Design softmax_div_arbiter, sky130hd; sources not shown.
Figure 1. The clock network.
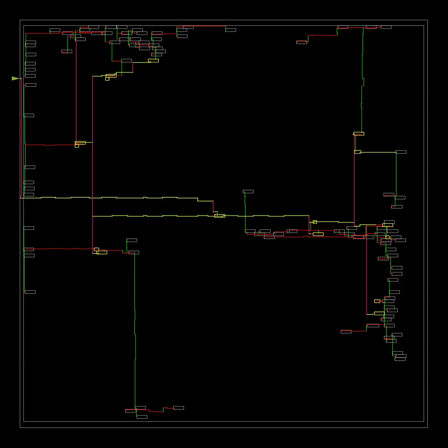
flip-flops: 103
CTS buffer count: 9

Figure 2. Pin placement.
(1 px per um) Pins as bars across the die edge, other pins in gray.
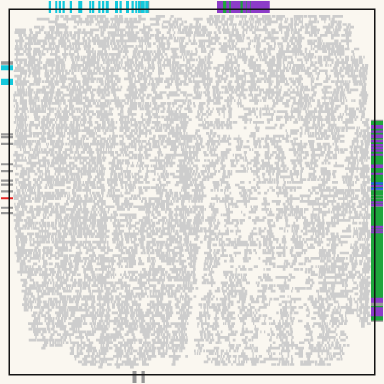
| color | port | pins | direction | edge |
|---|---|---|---|---|
| purple | req_x | 64 | input | 36 top, 28 right |
| cyan | rsp_r | 32 | output | 25 top, 7 left |
| green | req_y | 128 | input | 108 right, 20 top |
| red | rsp_sat | 1 | output | left |
| blue | rsp_id | 2 | output | right |
all pins by edge: 148 right, 83 top, 20 left, 4 bottom
DIE WIDTH: 364.0 um
Buffers on Ports: 254
y dimension of the die: 364.0 um

Figure 3. Cell classes on the final placement.
(1 px per um)
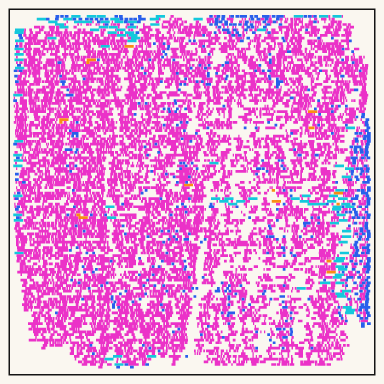
| color | class | cells | share of their area |
|---|---|---|---|
| cyan | flip-flops | 103 | 3.7% |
| blue | other buffers and delay cells | 605 | 7.6% |
| magenta | all other logic | 8,679 | 88% |
| orange | clock drivers and dummy loads | 16 | 0.43% |
core area: 126,400 sq um
num rows: 130

==> run notes <==
Flow results are below.

- Counting flops with a built-in enable in the synthesized netlist gives 0.
- For this run, the final setup violation count is recorded as 0.
- The number of antenna violations at the first check in global routing is 6, for reference.
- The longest clock path from root to sink contains 2 buffers.
- The number of nets handed over by synthesis was 10,230.
- In this run the post-CTS setup repair buffer count came out at 11.
- The routed design shows a via density per instance of 6.397.
- Per the synthesis report, the simple-gate share of the synthesized area is 21.65%.
- The maximum single-stage delay on the critical path is 570 ps, for reference.
- After synthesis, the design contains 9,037 cells according to Yosys.
- The fill cell total of the finished layout is 12,140, for reference.
- The flow ran to the end, and the final reports show no timing, DRC or antenna violations.
- The maximum clock frequency is 7.195 MHz, for reference.
- The pin closest to its max-slew limit shows a slew of ~990 ps.
- The cell area after placement is 69,750 sq um, for reference.
- The path class of the lowest-slack min-delay path is flop to flop, for reference.
- Of the synthesized area, sequential elements account for 4.025%.
- For reference, the post-synthesis area per instance comes to just over 7 sq um.
- The synthesized chip area reported by yosys is 64,090 sq um, for reference.
- The violation count after the first detailed-route iteration is between 6,000 and 7,000, for reference.
- The final max-slew violation count recorded for this run is 0.
- The total of max-cap violations is 0, for reference.
- The largest net degree at the start of global routing is 98, for reference.
- The number of cells after detailed placement is 10,940, for reference.
- The OpenROAD report gives the critical path a data arrival time of 139,360 ps.
- The gate-level netlist out of Yosys references around 120 unique cell types.
- Timing analysis after detailed placement gives a worst setup slack of -2150 ps.
- The number of iterations in the first detailed-routing pass is 6, for reference.
- The post-synthesis register bit count is about 100, for reference.
- In this run, post-CTS hold repair placed 0 buffers.
- Warnings reported by Yosys during synthesis add up to 0.
- The final wirelength is 260,800 um, for reference.
- The CTS tree is yes, for reference.
- The timing report shows that the slowest cell on the worst path is or4b_1.
- In the setup report, the worst path falls into the class flop to flop.
==> placed cells by master, fill, tap and decap left out, types with 200 or more instances in the layout <==
cell                n
mux2_2            494
nor2_1            879
ha_1              967
mux2i_1           285
nor3_1            200
inv_1             410
o21ai_0           565
xor2_1            246
buf_4             332
nand3_1           216
a21oi_1           540
a21o_1            420
clkdlybuf4s50_1   253
xnor2_1           341
o21a_1            210
nand2_1          1081
==> metal layers <==
layer	share of wire [%]	global-route usage [%]	up-vias	routed length [um]
li1	-	-	33900	-
met1	41	46.44	33020	107500
met2	45	61.76	3015	116600
met3	7.6	5.302	802	19870
met4	6.4	20.46	0	16760
met5	0	0	-	0
==> cell usage after synthesis (29+ instances only) <==
cell	count	area, sq um
a21oi_1	567	2838
nor2b_1	114	713.2
or2_2	31	193.9
and3_1	81	506.7
a21boi_0	202	1516
ha_1	979	12250
and2_1	53	331.6
or3_1	66	412.9
mux2i_1	305	3053
xnor2_1	342	2995
nand2b_1	121	757.0
clkbuf_1	172	645.6
o31ai_1	29	217.7
xor2_1	247	2163
a21o_1	421	3161
nand4_1	87	544.3
a31oi_1	72	450.4
nand3_1	218	1091
o21a_1	211	1584
nor4_1	29	181.4
nand2_1	1087	4080
mux2_2	496	5585
o21ai_1	45	225.2
inv_1	443	1663
nor2_1	884	3318
buf_1	46	172.7
o21bai_1	74	555.5
o21ai_0	617	3088
dfrtp_1	101	2527
a211oi_1	88	660.6
o211ai_1	109	818.3
nor3_1	210	1051
==> cell type report <==
cell class,instances,area (sq um),share of cell area [%]
well taps,1650,2064,2.864
flip-flops and latches,103,2587,3.589
inverters,444,1679,2.329
diodes,4,10.01,0.01389
clock inverters,6,62.56,0.08678
multi-input cells,8235,60160,83.45
repair buffers,605,5288,7.335
clock buffers,10,239.0,0.3315
